===== src/rtl/shadow_pkg.sv =====
// Shared constants for the shadow capture dump controller.
// Latency: n/a (constants only).
// Backpressure: n/a.
package shadow_pkg;

  localparam int BYTE_W = 8;
  localparam int BIT_CW = $clog2(BYTE_W);

  typedef logic [2:0] state_t;

  localparam state_t ST_IDLE    = 3'd0;
  localparam state_t ST_CAPTURE = 3'd1;
  localparam state_t ST_SELECT  = 3'd2;
  localparam state_t ST_DUMP    = 3'd3;
  localparam state_t ST_FLUSH   = 3'd4;
  localparam state_t ST_DONE    = 3'd5;

endpackage


===== src/rtl/shadow_byte_packer.sv =====
// Packs serial chain bits LSB-first into bytes held in a one-deep output register.
// Latency: byte presented the cycle after its eighth bit (or a flush request).
// Backpressure: room drops while a byte is pending; it clears only when out_rdy takes it.
module shadow_byte_packer
  import shadow_pkg::*;
(
  input  logic              clk,
  input  logic              rst_n,
  input  logic              clr,
  input  logic              shift_en,
  input  logic              bit_in,
  input  logic              shift_last,
  input  logic              flush,
  input  logic              out_rdy,
  output logic              room,
  output logic              loading,
  output logic [BIT_CW-1:0] bit_cnt,
  output logic              byte_vld,
  output logic [BYTE_W-1:0] byte_dat,
  output logic              byte_last
);

  logic [BYTE_W-1:0] sr;
  logic [BYTE_W-1:0] sr_nxt;
  logic              complete;

  // A new bit is only accepted while no byte is waiting, so the output
  // register never needs to hold more than one byte.
  assign room     = !byte_vld;
  assign complete = shift_en && (bit_cnt == BIT_CW'(BYTE_W - 1));
  assign loading  = complete || flush;

  // Insert the incoming bit at the next free position of the shift register.
  always_comb begin
    sr_nxt = sr;
    if (shift_en) begin
      sr_nxt[bit_cnt] = bit_in;
    end
  end

  // Accumulate bits; a completed or flushed byte empties the register, leaving zeros as padding.
  always_ff @(posedge clk or negedge rst_n) begin
    if (!rst_n) begin
      sr      <= '0;
      bit_cnt <= '0;
    end else if (clr || loading) begin
      sr      <= '0;
      bit_cnt <= '0;
    end else if (shift_en) begin
      sr      <= sr_nxt;
      bit_cnt <= bit_cnt + 1'b1;
    end
  end

  // Output byte register: loaded on completion or flush, held until out_rdy.
  always_ff @(posedge clk or negedge rst_n) begin
    if (!rst_n) begin
      byte_vld  <= 1'b0;
      byte_dat  <= '0;
      byte_last <= 1'b0;
    end else if (loading) begin
      byte_vld  <= 1'b1;
      byte_dat  <= sr_nxt;
      byte_last <= flush || shift_last;
    end else if (out_rdy) begin
      byte_vld  <= 1'b0;
    end
  end

endmodule


===== src/rtl/shadow_dump_ctrl.sv =====
// Arms shadow capture, then dumps each unmasked chain serially as byte packets.
// Latency: a byte appears one cycle after its eighth bit; flush bytes appear one cycle after FLUSH entry.
// Backpressure: out_rdy low holds the byte stable and drops dump_en, pausing the selected chain.
module shadow_dump_ctrl
  import shadow_pkg::*;
#(
  parameter  int NUM_CHAINS = 4,
  parameter  int TIMEOUT    = 255,
  localparam int CW         = (NUM_CHAINS > 1) ? $clog2(NUM_CHAINS) : 1
) (
  input  logic                  sh_clk,
  input  logic                  sh_rst_n,
  input  logic                  arm,
  input  logic                  freeze,
  input  logic [NUM_CHAINS-1:0] chain_mask,
  output logic                  c_en,
  output logic [NUM_CHAINS-1:0] dump_en,
  input  logic [NUM_CHAINS-1:0] ch_out,
  input  logic [NUM_CHAINS-1:0] ch_out_vld,
  input  logic [NUM_CHAINS-1:0] ch_out_done,
  output logic [BYTE_W-1:0]     out_data,
  output logic                  out_vld,
  input  logic                  out_rdy,
  output logic                  out_last,
  output logic [CW-1:0]         out_chain,
  output logic                  busy,
  output logic                  err
);

  localparam int TW = $clog2(TIMEOUT + 1);

  state_t                state;
  logic [NUM_CHAINS-1:0] mask_q;
  logic [CW-1:0]         sel;
  logic [CW:0]           next_idx;
  logic [TW-1:0]         idle_cnt;
  logic                  fl_done;

  logic                  found;
  logic [CW-1:0]         pick;
  logic                  room;
  logic                  loading;
  logic [BIT_CW-1:0]     bit_cnt;
  logic                  dump_act;
  logic                  sel_vld;
  logic                  sel_done;
  logic                  shift_en;
  logic                  flush_go;
  logic                  timeout_hit;

  assign c_en        = (state == ST_CAPTURE);
  assign busy        = (state != ST_IDLE);
  assign sel_vld     = ch_out_vld[sel];
  assign sel_done    = ch_out_done[sel];
  assign dump_act    = (state == ST_DUMP) && room;
  assign shift_en    = dump_act && sel_vld;
  assign flush_go    = (state == ST_FLUSH) && !out_vld && !fl_done;
  assign timeout_hit = dump_act && !sel_vld && !sel_done && (idle_cnt == TW'(TIMEOUT - 1));

  // Only the selected chain is enabled, and only while the packer can take a bit.
  always_comb begin
    dump_en = '0;
    if (dump_act) begin
      dump_en[sel] = 1'b1;
    end
  end

  // Lowest masked-in chain at or above the resume index.
  always_comb begin
    found = 1'b0;
    pick  = '0;
    for (int i = NUM_CHAINS - 1; i >= 0; i--) begin
      if (mask_q[i] && ((CW + 1)'(i) >= next_idx)) begin
        found = 1'b1;
        pick  = CW'(i);
      end
    end
  end

  shadow_byte_packer u_packer (
    .clk        (sh_clk),
    .rst_n      (sh_rst_n),
    .clr        (state == ST_SELECT),
    .shift_en   (shift_en),
    .bit_in     (ch_out[sel]),
    .shift_last (sel_done),
    .flush      (flush_go),
    .out_rdy    (out_rdy),
    .room       (room),
    .loading    (loading),
    .bit_cnt    (bit_cnt),
    .byte_vld   (out_vld),
    .byte_dat   (out_data),
    .byte_last  (out_last)
  );

  // Tag each byte with the chain it came from when it is loaded.
  always_ff @(posedge sh_clk or negedge sh_rst_n) begin
    if (!sh_rst_n) begin
      out_chain <= '0;
    end else if (loading) begin
      out_chain <= sel;
    end
  end

  // Sequence control: capture, then select/dump/flush each chain, then done.
  always_ff @(posedge sh_clk or negedge sh_rst_n) begin
    if (!sh_rst_n) begin
      state    <= ST_IDLE;
      mask_q   <= '0;
      sel      <= '0;
      next_idx <= '0;
      idle_cnt <= '0;
      fl_done  <= 1'b0;
      err      <= 1'b0;
    end else begin
      case (state)
        ST_IDLE: begin
          if (arm) begin
            err   <= 1'b0;
            state <= ST_CAPTURE;
          end
        end
        ST_CAPTURE: begin
          if (freeze) begin
            mask_q   <= chain_mask;
            next_idx <= '0;
            state    <= ST_SELECT;
          end
        end
        ST_SELECT: begin
          if (found) begin
            sel      <= pick;
            next_idx <= (CW + 1)'(pick) + 1'b1;
            idle_cnt <= '0;
            state    <= ST_DUMP;
          end else begin
            state    <= ST_DONE;
          end
        end
        ST_DUMP: begin
          if (dump_act) begin
            if (sel_done) begin
              // A last bit that exactly fills a byte already closes the chain.
              fl_done <= shift_en && (bit_cnt == BIT_CW'(BYTE_W - 1));
              state   <= ST_FLUSH;
            end else if (sel_vld) begin
              idle_cnt <= '0;
            end else if (timeout_hit) begin
              err     <= 1'b1;
              fl_done <= 1'b0;
              state   <= ST_FLUSH;
            end else begin
              idle_cnt <= idle_cnt + 1'b1;
            end
          end
        end
        ST_FLUSH: begin
          // Emit the closing byte, then wait for it to drain before moving on.
          if (!out_vld) begin
            if (fl_done) begin
              state <= ST_SELECT;
            end else begin
              fl_done <= 1'b1;
            end
          end
        end
        ST_DONE: begin
          state <= ST_IDLE;
        end
        default: begin
          state <= ST_IDLE;
        end
      endcase
    end
  end

endmodule


===== config.mk =====
export PLATFORM = sky130hd
export DESIGN_NAME = shadow_dump_ctrl
export DESIGN_NICKNAME = d
export VERILOG_FILES = /design/src/rtl/shadow_pkg.sv /design/src/rtl/shadow_byte_packer.sv /design/src/rtl/shadow_dump_ctrl.sv
export SDC_FILE = /design/constraint.sdc
export NUM_CORES = 1
export LEC_CHECK = 0
export CAP_MARGIN = 20
export CORE_ASPECT_RATIO = 1.5
export CORE_MARGIN = 2
export CORE_UTILIZATION = 45
export CTS_BUF_LIST = sky130_fd_sc_hd__clkbuf_8
export CTS_CLUSTER_DIAMETER = 100
export DETAILED_ROUTE_END_ITERATION = 8
export PLACE_DENSITY = 0.69
export SLEW_MARGIN = 40
export SYNTH_ARGS = -nofsm -noshare
export SYNTH_HDL_FRONTEND = slang
export SYNTH_SLANG_ARGS = --single-unit

===== constraint.sdc =====
create_clock -name sh_clk -period 2.5 [get_ports sh_clk]
set_clock_uncertainty 0.2 [all_clocks]
set_input_delay 0.5 -clock sh_clk [delete_from_list [all_inputs] [get_ports sh_clk]]
set_output_delay 0.5 -clock sh_clk [all_outputs]
set_load 0.05 [all_outputs]

run_1/clock_wires.png
Scale: 4 px per µm.
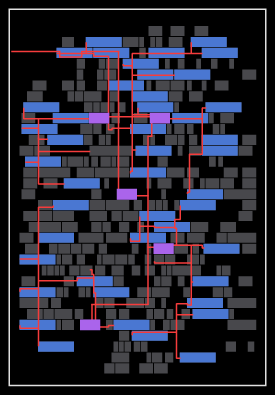
Blue shows flip-flops, count 45. Purple shows clock-net drivers, count 5. Red shows clock wires, length 565 µm.
Position of the flops: spread over the die.

run_1/m3.png
Scale: 4 px per µm.
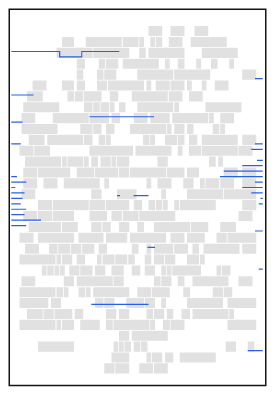
The layer carries 151 µm of wire. 30 nets have wire on it.

==> design notes, run 1 <==
The cell at the slowest stage of the critical path is mux4_2. In this build the clock could be raised as far as 425 MHz. Per the detail_route log, met2 wirelength is 3140 µm. The mapped cell area came out at 2410 µm². Summing all placed instances gives a cell area of 3020 µm².

Switching power as a share of total power: 44.1%. The routed layout has 1900 vias. In the detailed route, the total length drawn on met3 is 151 µm.

The number of synthesized flops with an enable pin works out to 0. The critical path is of the in2reg type. The critical path goes through clkdlybuf4s50_1 > mux4_2 > buf_4 > nand2b_2 > nor3_4 > a41oi_1 > a31oi_1.

The total inserted antenna cells was 0; the slew at the pin closest to its max-slew limit was 572 ps. Subtracting the final worst setup slack from the clock period gives 2350 ps. Once layout is done, the placed cells without fillers occupy 3140 µm². The core utilization before placement came out at 46.7%. The share of the yosys chip area belonging to registers is 46.7%. Per the OpenROAD floorplan log, the area of the die is 5970 µm². The H-tree generated during clock tree synthesis spans 2 levels. Counting tap cells, the placed design contains a total of 344 instances. The max-cap violation count is 0. Per the GRT congestion report, total overflow comes to 0. With the die width at 63.8 µm, the peak supply drop is 0.794 mV. The peak fanout along the critical path came out at 6. The run gives 3.87 mW as the overall power of the completed layout.

After detailed routing, the number of vias per cell comes to 5.40. Measured against its own limit, the worst slew margin works out to 61.9%. With the number of nets with antenna violations after detailed routing at 0, the number of distinct library cells after synthesis is 53. The power per unit of standard cell area came out at 1240 nW/µm².

The capturing element type of the critical path was a register. The area growth from synthesis to layout is 30.0%. As reported, the later end of the worst-skew pair has a clock insertion delay of 300 ps. The worst setup path is launched from an input pin. The run gives 14.6% for the clock group share of total power. The tools report the number of buffers inserted by hold repair at cts as 0. The synthesis area per yosys is 2410 µm². TritonCTS built the clock tree. The initial antenna violation count came out at 0. Note, the detailed placer reported a final HPWL of 4140 µm. For the total track usage, the log shows 20.6%.

The number of logged tool warnings is 28. Setup slack on the worst path after placement came out at -160 ps. After synthesis, the mean cell area works out to 10.6 µm². In the Yosys report the total cell count is 228. With the number of max-slew violations in the final report at 0, the count of placed standard cells in the final layout, fillers left out is 352. Number of detailed-routing iterations run before antenna repair: 4.

Setup repair after global routing left no endpoint under its margin. For the worst-case clock buffer depth, the log shows 2. The filler cells instantiated in the layout total 425. The via count of the first global-routing pass is 1964, and the peak per-stage delay on the critical path is 540 ps.

The count of nets after finishing is 309. Checking hold timing, the worst path is listed with class in2async. The top cell types in the final layout, fill and taps aside, are 45 x dfrtp_1, 32 x clkdlybuf4s50_1, 28 x nor2_1. The tools report the part of the total power dissipated in sequential elements as 30.7%. The critical path in the final layout is reported with a setup slack of 148 ps. Looking at the cell usage after synthesis, the top flip-flop cell is dfrtp_1. Looking at the clock tree report, the root buffer type is clkbuf_8. In this run the post-CTS setup repair buffer count came out at 0.

The final layout contains routed wiring with a total length of 5530 µm. Clock input transition at the sequential cells of the worst setup and hold paths: 90 ps. The run gives 0 for the post-CTS resize count. The report lists the number of standard-cell rows as 32.

With the number of nets in the synthesized netlist at 254, the number of CTS-inserted buffers is 5. After detailed routing, the number of remaining DRC violations is 0. For this design the static power due to leakage is 1.41 nW. The CTS log lists the clock sinks for this run as 45. The flow ran to the end, and the final reports show no timing, DRC or antenna violations. Once iteration 0 of detailed routing completed, the report listed 28 DRC markers.

In the per-layer breakdown of the detailed-route log, met1 shows 2150 µm. Uppermost layer routed: met4. Routability-driven placement finished with a final weighted congestion of 0.785.

Placeable core region: 5160 µm². The number of cells on the worst reg-to-reg path is 6. The final period utilization was 94.1%; the arrival time at the worst endpoint was 2380 ps. Hold is met by 66.9 ps.

The net switching component of the power is 1.71 mW, and the total setup violations reported at the end of the flow is 0. The run gives 3.96% for the met3 layer usage reported by global route. For the worst setup path, the data required time is 2530 ps. The synthesized design contains 45 register bits.

The proportion of register bits with asynchronous set or reset after synthesis is 100%. The internal power component is 2.17 mW. The run gives 23.6% for the share of final-layout standard cells stronger than drive strength 1. Synthesis produced 228 cells. The combinational cell fraction of total power is 54.7%, and the final number of hold-violating endpoints is 0. The top logic cell by instance count in the layout is dfrtp_1. The tools report the largest net degree at the start of global routing as 46. The synthesis report lists the Yosys warning total as 0. TritonRoute output was used to compute an average wire per cell of 15.7 µm.

Measured along the y axis, the die boundary spans 93.7 µm. The first global-routing pass estimated 9340 µm of wire.
run_1/congestion_map.png
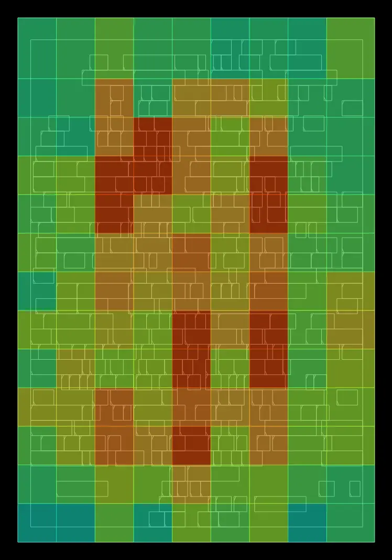
met2 capacity usage during global routing: 38.9%
global route hottest layer: met2
met1 Usage GRT: 22.5%

run_1/port_trees.png
Scale: 3 px per µm.
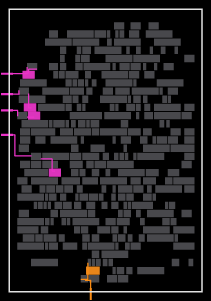
Magenta shows `chain_mask`, bits 4, direction input, end cells 4, buffers 4, wire 49.6 µm. Orange shows `c_en`, bits 1, direction output, end cells 1, buffers 1, wire 12.8 µm.
number of I/O port buffers: 39
I/O pin total: 40

-- run 1: cell type report --
| class | instances | area (µm²) | share of cell area [%] |
|---|---|---|---|
| clock inverters | 3 | 46.3 | 1.48 |
| clock buffers | 5 | 68.8 | 2.19 |
| inverters | 4 | 15.0 | 0.479 |
| well taps | 68 | 85.1 | 2.71 |
| repair buffers | 59 | 583 | 18.6 |
| multi-input cells | 168 | 1210 | 38.6 |
| flip-flops and latches | 45 | 1130 | 35.9 |
-- run 1: state kept, by name, summed over array words and instances, names as in the netlist, 2 cells and up --
register / count
idle_cnt: 8
mask_q: 4
next_idx: 3
out_chain: 2
sel: 2
state: 3
u_packer.bit_cnt: 3
u_packer.byte_dat: 8
u_packer.sr: 8
-- run 1: Yosys cell counts (2+ instances only) --
library cell | instances | share of area, %
inv_1 | 4 | 0.62
o22a_1 | 4 | 1.5
and3_1 | 4 | 1.0
nor2_1 | 30 | 4.7
a21oi_1 | 15 | 3.1
mux2_2 | 9 | 4.2
nor3_4 | 2 | 1.3
nand3b_1 | 3 | 0.93
a21boi_0 | 2 | 0.62
nand4_1 | 2 | 0.52
nand2_1 | 13 | 2.0
nor3_1 | 3 | 0.62
clkbuf_1 | 5 | 0.78
buf_6 | 4 | 1.9
dfrtp_1 | 45 | 47
o21bai_1 | 2 | 0.62
and2_1 | 2 | 0.52
and4bb_2 | 2 | 1.0
a31oi_1 | 4 | 1.0
mux2i_1 | 11 | 4.6
nand2b_1 | 3 | 0.78
o21ai_0 | 8 | 1.7
nand3_1 | 10 | 2.1
ha_1 | 5 | 2.6
nand4b_1 | 3 | 1.1
nor4_1 | 2 | 0.52
a41oi_1 | 2 | 0.73
nor2b_1 | 2 | 0.52
mux4_2 | 3 | 2.8
-- run 1: worst max-delay path, delay by kind of cell --
| kind | cells | cell delay, ps |
|---|---|---|
| mux | 1 | 540 |
| buf+inv | 2 | 560 |
| simple gates | 2 | 430 |
| compound gates | 2 | 340 |
-- run 1: power by group through the flow --
| stage | clock network, mW | registers, mW | logic, mW |
|---|---|---|---|
| finish | 0.564 | 1.19 | 2.12 |
| global placement | 0 | 1.20 | 2.08 |
| global route | 0.605 | 1.23 | 2.28 |
| floorplan | 0 | 1.40 | 1.21 |
| detailed placement | 0 | 1.21 | 2.13 |
| CTS | 0.579 | 1.19 | 2.14 |
-- run 1: worst paths after layout --
path / start / endpoint / slack (ps)
setup / recovery: ch_out_vld[3] / idle_cnt[3] / 150
hold / removal: sh_rst_n / err / 70
setup reg to reg: sel[0] / idle_cnt[3] / 250
hold reg to reg: out_chain[1] / out_chain[1] / 320
max in group asynchronous: sh_rst_n / idle_cnt[3] / 1640
min in group sh_clk: out_chain[1] / out_chain[1] / 320
-- run 1: stage by stage --
stage | util, % | TNS (ps)
after global routing | 60.7 | 0
after CTS | 60.7 | 0
after detailed placement | 58.5 | -929
after floorplan | - | -10.9
final | 60.7 | 0
after global placement | 58.5 | -430
-- run 1: logic make-up (layout without fill, tap and decap cells) --
logic type	count (synthesis)	after routing	share of synthesized area, %
simple gates	90	90	20.7
compound gates	48	48	13.6
flops	45	45	46.7
mux	24	24	12.2
buf+inv	15	71	3.79
fa+ha+maj	5	5	2.59
xor+xnor	1	1	0.363
run_1/util_map.png
Scale: 4 px per µm. The die is cut into 6 by 9 equal tiles; dark blue is low, red is high, 0 to 100% covered.
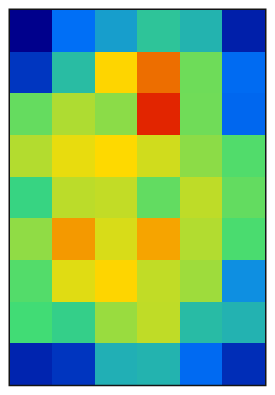

## Run 2: what changed since run 1
- CORE_MARGIN: 2 -> 5
run_2/util_map.png
Scale: 4 px per µm. The die is cut into 7 by 10 equal tiles; dark blue is low, red is high, 0 to 100% covered.
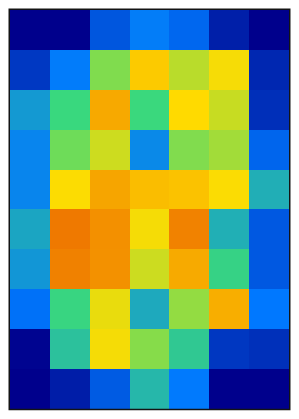
The densest ninth of the die: center. The fullest tile reaches 86%. 10% of the tiles are nearly empty. The mean over all tiles is 44%. 19% of the tiles are over 75% full.

==> design notes, run 2 <==
The flow ran to the end, and the final reports show no timing, DRC or antenna violations. The signal on the critical path passes through and4bb_2 > nand2_1 > nor2_2 > buf_12. With the required time of the critical path at 1800 ps, the number of max-slew violations in the final report is 0. The library cell used most frequently in the layout, excluding fill and tap cells, is dfrtp_1. Average detailed-routed wire length per instance: 16.0 µm. In the final layout, the registers with the most flip-flops are idle_cnt (8), u_packer.byte_dat (8), u_packer.sr (8). The run gives 5160 µm² for the placeable core region. TritonCTS built the clock tree.

The tools report the number of placed instances with taps included as 344. Per the cell usage report, the commonest logic cells after layout are 45 x dfrtp_1, 32 x clkdlybuf4s50_1, 28 x nor2_1. For this run, the number of Yosys warnings is 0. The final hold violation count recorded for this run is 0. The share of the Yosys chip area taken by registers is 46.7%. Looking at the critical path, the highest net fanout was 14.

In the power breakdown, the internal column shows 2.05 mW. The clock input transition at the sequential cells of the worst setup and hold paths is 90 ps. The capturing element type of the critical path was an output pin. Looking at the clock tree report, the maximum root-to-sink buffer count equals 2. The number of DRC markers in iteration 0 came out at 134.

Core utilization before placement: 46.7%. Ranked by instance count, the synthesized netlist is headed by 45 x dfrtp_1, 30 x nor2_1, 15 x a21oi_1. The flow reports that the clock network draws 12.5% of the design power. For the pin with the worst max-slew slack, the measured transition is 501 ps.

The worst path in the final design needs a cycle of 2360 ps, including I/O delays and setup. Once synthesis finished, the tally of register bits stood at 45. The number of clock buffers added by TritonCTS is 5.

For this run, global-route usage on met2 was measured as 33.9%. The run gives 100% for the proportion of register bits with asynchronous set or reset after synthesis. Looking at the setup timing report, the critical path kind is reg2out. Most used routing layer: met2. The worst reg-to-reg path cell count was 5; the number of buffer and inverter instances along the worst setup path was 1. Met3 layer usage reported by global route: 2.93%. Launch point of the critical path: state[0]. The clock drives 45 sinks. The number of standard-cell rows in the floorplan came out at 32.

After detailed routing, the total wire length is 5630 µm. Across all setup checks in the final design, the least slack found is 140 ps. With the peak per-stage delay on the critical path at 620 ps, the number of nets with antenna violations after detailed routing is 0. The cell at the root of the clock tree is clkbuf_8. STA puts the critical path data arrival time at 1660 ps. The die is 99.7 µm tall.

The power report shows net switching accounting for 45.5% of the total. For the total track usage, the log shows 17.1%. The run gives 1954 as the total number of vias. The via count of the first global-routing pass is 2041, and the area overhead of the layout relative to synthesis is 29.5%. In this run, synthesis inferred 0 flip-flops with an integrated enable. The cell at the slowest stage of the critical path was dfrtp_1. The number of cells in Yosys stat is 228. The most area-hungry cell type in the Yosys netlist was dfrtp_1. Routing resource usage on met1 recorded by global route was 17.9%. The final layout contains 310 nets. The tools report the achievable clock frequency as 424 MHz.

The floorplan step defined a die boundary enclosing 6950 µm². The half-perimeter wire length of the detailed placement result is 4360 µm. The run gives 1210 nW/µm² for the power per unit of standard cell area.

The worst hold path belongs to the class reg2reg. The deepest level of the CTS H-tree was 2. The power report attributes to the sequential group a share of 32.3%.

For this run, the script counts the antenna cells in the layout as 0. The number of logged tool warnings was 28. According to the report, the first pass of detailed routing completed in 4 iterations. The worst pin sits at a relative slew slack of 66.5%. The tools report the overall power of the completed layout as 3.77 mW. The cell count along the critical path works out to 4. Dividing the final minimum period by the clock period gives 94.4%. The DRC violation total left in the routed layout is recorded as 0.

The share of final-layout standard cells stronger than drive strength 1 was 23.5%. In the synthesized netlist the dominant register cell turns out to be dfrtp_1. In the post-synthesis netlist, the biggest area contributors are dfrtp_1 47%, nor2_1 4.7%, mux2i_1 4.6%, mux2_2 4.2%, a21oi_1 3.1%. The logs give 254 for the number of nets in the synthesized netlist and 310 ps for the insertion delay at the late pin of the worst-skew pair. The leakage power in the latest report is 1.40 nW. The overflow left after global routing is 0. In this run the VDD rail shows a maximum IR drop of 0.656 mV. In this run the worst setup path terminates at dump_en[2]. The share of synthesized area in the top cell type comes to 46.7%. The count of buffers inserted at the top-level ports is 39, and the synthesis area per yosys is 2410 µm².

After synthesis, the mean cell area works out to 10.6 µm². The run gives 0 as the post-CTS resize count. The most used standard cell by instance count after synthesis is dfrtp_1. Entering global routing, the biggest net connects 21 pins.

The tools report the routability-driven placement congestion ratio as 0.853. Looking at the power breakdown, combinational cells take 55.2% of the total. Among cell families on the critical path, the largest total delay comes from flip-flops. In this run the critical register-to-register path is captured at u_packer.byte_dat[2]. The run gives 0 as the initial antenna violation count.

Using the TritonRoute via totals, the vias-per-cell ratio works out to 5.54. The flop-to-flop setup slack was 260 ps. The startpoint type of the worst setup path was a register. Before any placement, the netlist area is recorded as 2410 µm². The source of the worst register-to-register timing path was sel[0].

The logs give 228 for the synthesized netlist cell count and 1.72 mW for the net switching component of the power. For this design the top-level I/O count stands at 40. Setup repair after global routing left no endpoint under its margin.

The first global-routing pass estimated 9590 µm of wire. The number of maximum-capacitance violations recorded for the run is 0. Setup slack on the worst path after placement came out at -96.2 ps. The logs give 0 for the total setup violations reported at the end of the flow and 53 for the number of distinct library cells after synthesis. The tools report the layout filler cell count as 432. The die is 69.8 µm wide. The count of placed standard cells in the final layout, fillers left out came out at 353.
## run 2: cell types whose count changed in the layout (fill, tap and decap cells not counted), sizes merged
| cell | previous run | this run |
|---|---|---|
| bufinv | 1 | 0 |
| dlygate4sd3 | 0 | 1 |
| inv | 4 | 5 |
## run 2: timing repair
item | 4_1_cts | 5_1_grt
hold buffers | 1 | 0
hold endpoints to repair | 18 | 0
buffers inserted | 0 | 0
## run 2: cell families after synthesis
kind of cell | after synthesis | synth area share (%)
and+or+nand+nor | 90 | 20.7
adders and majority gates | 5 | 2.59
muxes | 24 | 12.2
buffers and inverters | 15 | 3.79
xor gates and xnor gates | 1 | 0.363
AOI/OAI and AO/OA | 48 | 13.6
DFF | 45 | 46.7
## run 2: metrics by stage
step | hold WS [ps] | instance area [µm²] | util (%) | setup TNS (ps)
2_1_floorplan | 4.41 | 2430 | - | -10.9
3_3_place_gp | 286 | 3020 | 58.5 | -409
3_5_place_dp | 281 | 3020 | 58.5 | -836
4_1_cts | 316 | 3120 | 60.5 | 0
5_1_grt | 334 | 3120 | 60.5 | 0
6_report | 312 | 3120 | 60.5 | 0
## run 2: worst min path at each step
stage,startpoint,endpoint,slack (ps),depth (start not counted)
3_5_place_dp,sh_rst_n,err,280,1
4_1_cts,out_chain[0],out_chain[0],320,1
2_1_floorplan,sh_rst_n,err,4,0
3_3_place_gp,sh_rst_n,err,290,1
5_1_grt,out_chain[0],out_chain[0],330,1
6_report,out_chain[0],out_chain[0],310,1
## run 2: area by class of cell
type                       count  area [µm²]  area share [%]
multi-input combinational    168        1210            38.8
sequential                    45        1130            36.0
timing repair buffer          60         593            19.0
tap                           68        85.1            2.72
clock buffer                   5        68.8            2.20
clock inverter                 3        25.0           0.801
inverter                       4        15.0           0.481
## run 2: metal layers
layer  vias to the layer above  share of wire [%]
li1                        936                  -
met1                       974                 39
met2                        38                 56
met3                         6                3.7
met4                         0                1.6
met5                         -                  0
## run 2: power by group through the flow
stage,sequential (mW),clock (mW),combinational [mW]
after global placement,1.23,0,2.06
after CTS,1.22,0.476,2.10
after detailed placement,1.24,0,2.10
after global routing,1.25,0.506,2.24
final,1.22,0.473,2.08
after floorplan,1.40,0,1.21
## Run 3: what changed since run 2
- SLEW_MARGIN: 40 -> default
run_3/port_trees.png
Scale: 3 px per µm.
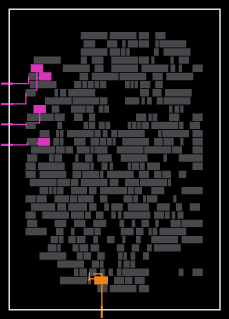
Magenta shows `chain_mask`, bits 4, direction input, end cells 4, buffers 4, wire 45.8 µm. Orange shows `c_en`, bits 1, direction output, end cells 1, buffers 1, wire 20.0 µm.

==> design notes, run 3 <==
For the number of nets with antenna violations after detailed routing, the log shows 0. The cell-mix breakdown from Yosys lists the adder-cell area share as 2.59%. With the post-CTS resize count at 0, the number of DRC markers in iteration 0 is 134.

The run gives 0 for the max-cap violation count. The run gives 0 for the total number of yosys warnings. After Yosys synthesis, AND-OR and OR-AND compound gates account for 13.6% of the synthesized area.

In this run, the synthesized area fraction spent on and/or/nand/nor cells is recorded as 20.7%. The biggest combinational cell group after synthesis is simple AND/OR/NAND/NOR gates. The power per unit of standard cell area works out to 1210 nW/µm². The peak fanout along the critical path is 14. Per the detail_route report, DRC violations left total 0. Counting flops with a built-in enable in the synthesized netlist gives 0. After clock tree synthesis, the setup repair step added 0 buffers.

For the total number of vias, the log shows 1954. The run gives 0 as the initial antenna violation count. In this run the clock root is driven by a clkbuf_8. From synthesis to final layout, the design area changed by 29.5%.

The final hold violation count recorded for this run is 0. Overall power of the completed layout: 3.77 mW. According to the floorplan report, the total die area is 6950 µm².

The run gives 228 for the synthesized netlist cell count. Before antenna repair, the detailed router went through 4 iterations. The flow ran to the end, and the final reports show no timing, DRC or antenna violations. The most area-hungry cell type in the Yosys netlist is dfrtp_1. The logs give 60.5% for the final standard cell utilization of the core and -96.2 ps for the setup slack at placement.

Per the layout report, the design carries 432 filler cells. Multiplexer cells account for 12.2% of the synthesized area. The total inserted antenna cells is 0, and the placeable core region is 5160 µm². Per the skew report, the later register of the worst-skew pair sees a clock latency of 310 ps. Worst hold path class: reg2reg. The tools report the capturing element type of the critical path as an output pin. According to the dpl log, the detail-placed design has an HPWL of 4360 µm.

After clock tree synthesis, the clock-pin slew on the worst setup and hold paths is 90 ps. The die width is 69.8 µm. In the finished design, the share of the clock period the worst path needs comes to 94.4%. The main area contributors are dfrtp_1 47%, nor2_1 4.7%, mux2i_1 4.6%, mux2_2 4.2%, a21oi_1 3.1%.

The logs give 424 MHz for the achievable clock frequency and 2 for the deepest level of the CTS H-tree. Summing every instance area after synthesis gives 2410 µm². Data on the critical path is required at its endpoint by 1800 ps. For the aggregate routed wire length, the log shows 5630 µm. The tools report the final hold slack as 312 ps. The synth_stat.txt file lists the number of cells as 228. The global-route wire length before repair is 9590 µm. Counting instances in the post-synthesis netlist gives the leading cell types as 45 x dfrtp_1, 30 x nor2_1, 15 x a21oi_1. The worst setup path is launched from a register. The remaining max-slew budget at the tightest pin was 66.5%. Entering global routing, the biggest net connects 21 pins. Summing all non-filler instances in the final layout gives an area of 3120 µm². The logs give 3020 µm² for the cell area after placement and 310 for the count of nets after finishing. The tools report the total setup violations reported at the end of the flow as 0. Sequential cells were found to cover 46.7% of the synthesized design area. The library cells used most frequently in the layout, excluding fill and tap cells, are 45 x dfrtp_1, 32 x clkdlybuf4s50_1, 28 x nor2_1. The vertical die dimension reported for this design is 99.7 µm. In this run the mean area of a mapped cell was 10.6 µm².

The top flip-flop cell by instance count after synthesis is dfrtp_1. The area taken by sequential standard cells is reported as 1130 µm². The smallest clock period supported by the final layout is computed as 2360 ps. Pin placement for this block handled 40 I/O pins.

The run gives 501 ps for the slew at the pin closest to its max-slew limit. The run gives 1.40 nW for the total leakage power. In this run, synthesis produced a sequential element count of 45. The fraction of synthesized cell area in xor and xnor cells is 0.363%, and the share of Yosys cell area claimed by the top area cell type is 46.7%. The count of buffers inserted at the top-level ports is 39.

TritonCTS built the clock tree. The congestion estimate from routability-driven global placement came to 0.853. The run gives 0 for the overflow left after global routing. The clock passes through at most 2 buffers. With the least setup slack across all paths after layout at 140 ps, the number of standard-cell rows in the floorplan is 32. The tools report the number of CTS-inserted buffers as 5. The script logs the mean routed wire length per placed instance as 16.0 µm. The top logic cell by instance count in the layout was dfrtp_1. The registers reported with the highest flop counts are idle_cnt (8), u_packer.byte_dat (8), u_packer.sr (8). The number of buffers inserted by hold repair at cts was 1; the total track usage was 17.1%. With the arrival time at the worst endpoint at 1660 ps, the number of nets in the synthesized netlist is 254.

The run gives 53 for the number of distinct library cells after synthesis. The via count of the first global-routing pass was 2041; the core utilization before placement was 46.7%. The peak supply drop was 0.656 mV.
[run 3: cell counts in the layout (fill, tap and decap cells not counted)]
Identical to the previous run, type by type.
[run 3: final timing paths]
kind                                         to    startpoint  depth (start not counted)  slack (ps)
min                                out_chain[0]  out_chain[0]                          1         310
min in group asynchronous        u_packer.sr[0]      sh_rst_n                          2         470
min reg2reg                        out_chain[0]  out_chain[0]                          1         310
max in group asynchronous           idle_cnt[6]      sh_rst_n                          3        1050
max reg2reg                u_packer.byte_dat[2]        sel[0]                          5         260
max                                  dump_en[2]      state[0]                          4         140
[run 3: critical path: stages (launching register included)]
cell      delay [ps]
dfrtp_1          620
and4bb_2         370
nand2_1           80
nor2_2           130
buf_12           150
[run 3: report_power, final]
part / total, mW / internal (mW) / switching [mW]
sequential: 1.22 / 0.960 / 0.257
combinational: 2.08 / 0.893 / 1.19
clock: 0.473 / 0.202 / 0.271
[run 3: routing by layer]
metal	vias to the layer above	GRT usage [%]	routed length, µm
met2	38	33.9	3160
li1	936	-	-
met4	0	5.75	88
met1	974	17.9	2170
met3	6	2.93	210
met5	-	0	0
[run 3: logic make-up after synthesis]
logic type	count (synthesis)
simple gates	90
compound gates	48
flops	45
mux	24
buf+inv	15
fa+ha+maj	5
xor+xnor	1
[run 3: cell type report]
type / instances / area share, %
Clock buffer: 5 / 2.20
Clock inverter: 3 / 0.801
Inverter: 4 / 0.481
Multi-Input combinational cell: 168 / 38.8
Sequential cell: 45 / 36.0
Tap cell: 68 / 2.72
Timing Repair Buffer: 60 / 19.0
[run 3: metrics by stage]
step                      setup TNS [ps]  instances
after floorplan                    -10.9        228
after global placement              -409        344
after detailed placement            -836        344
after CTS                              0        353
after global routing                   0        353
final                                  0        353
No activity file was given, so power comes from the tool's default toggle rates.
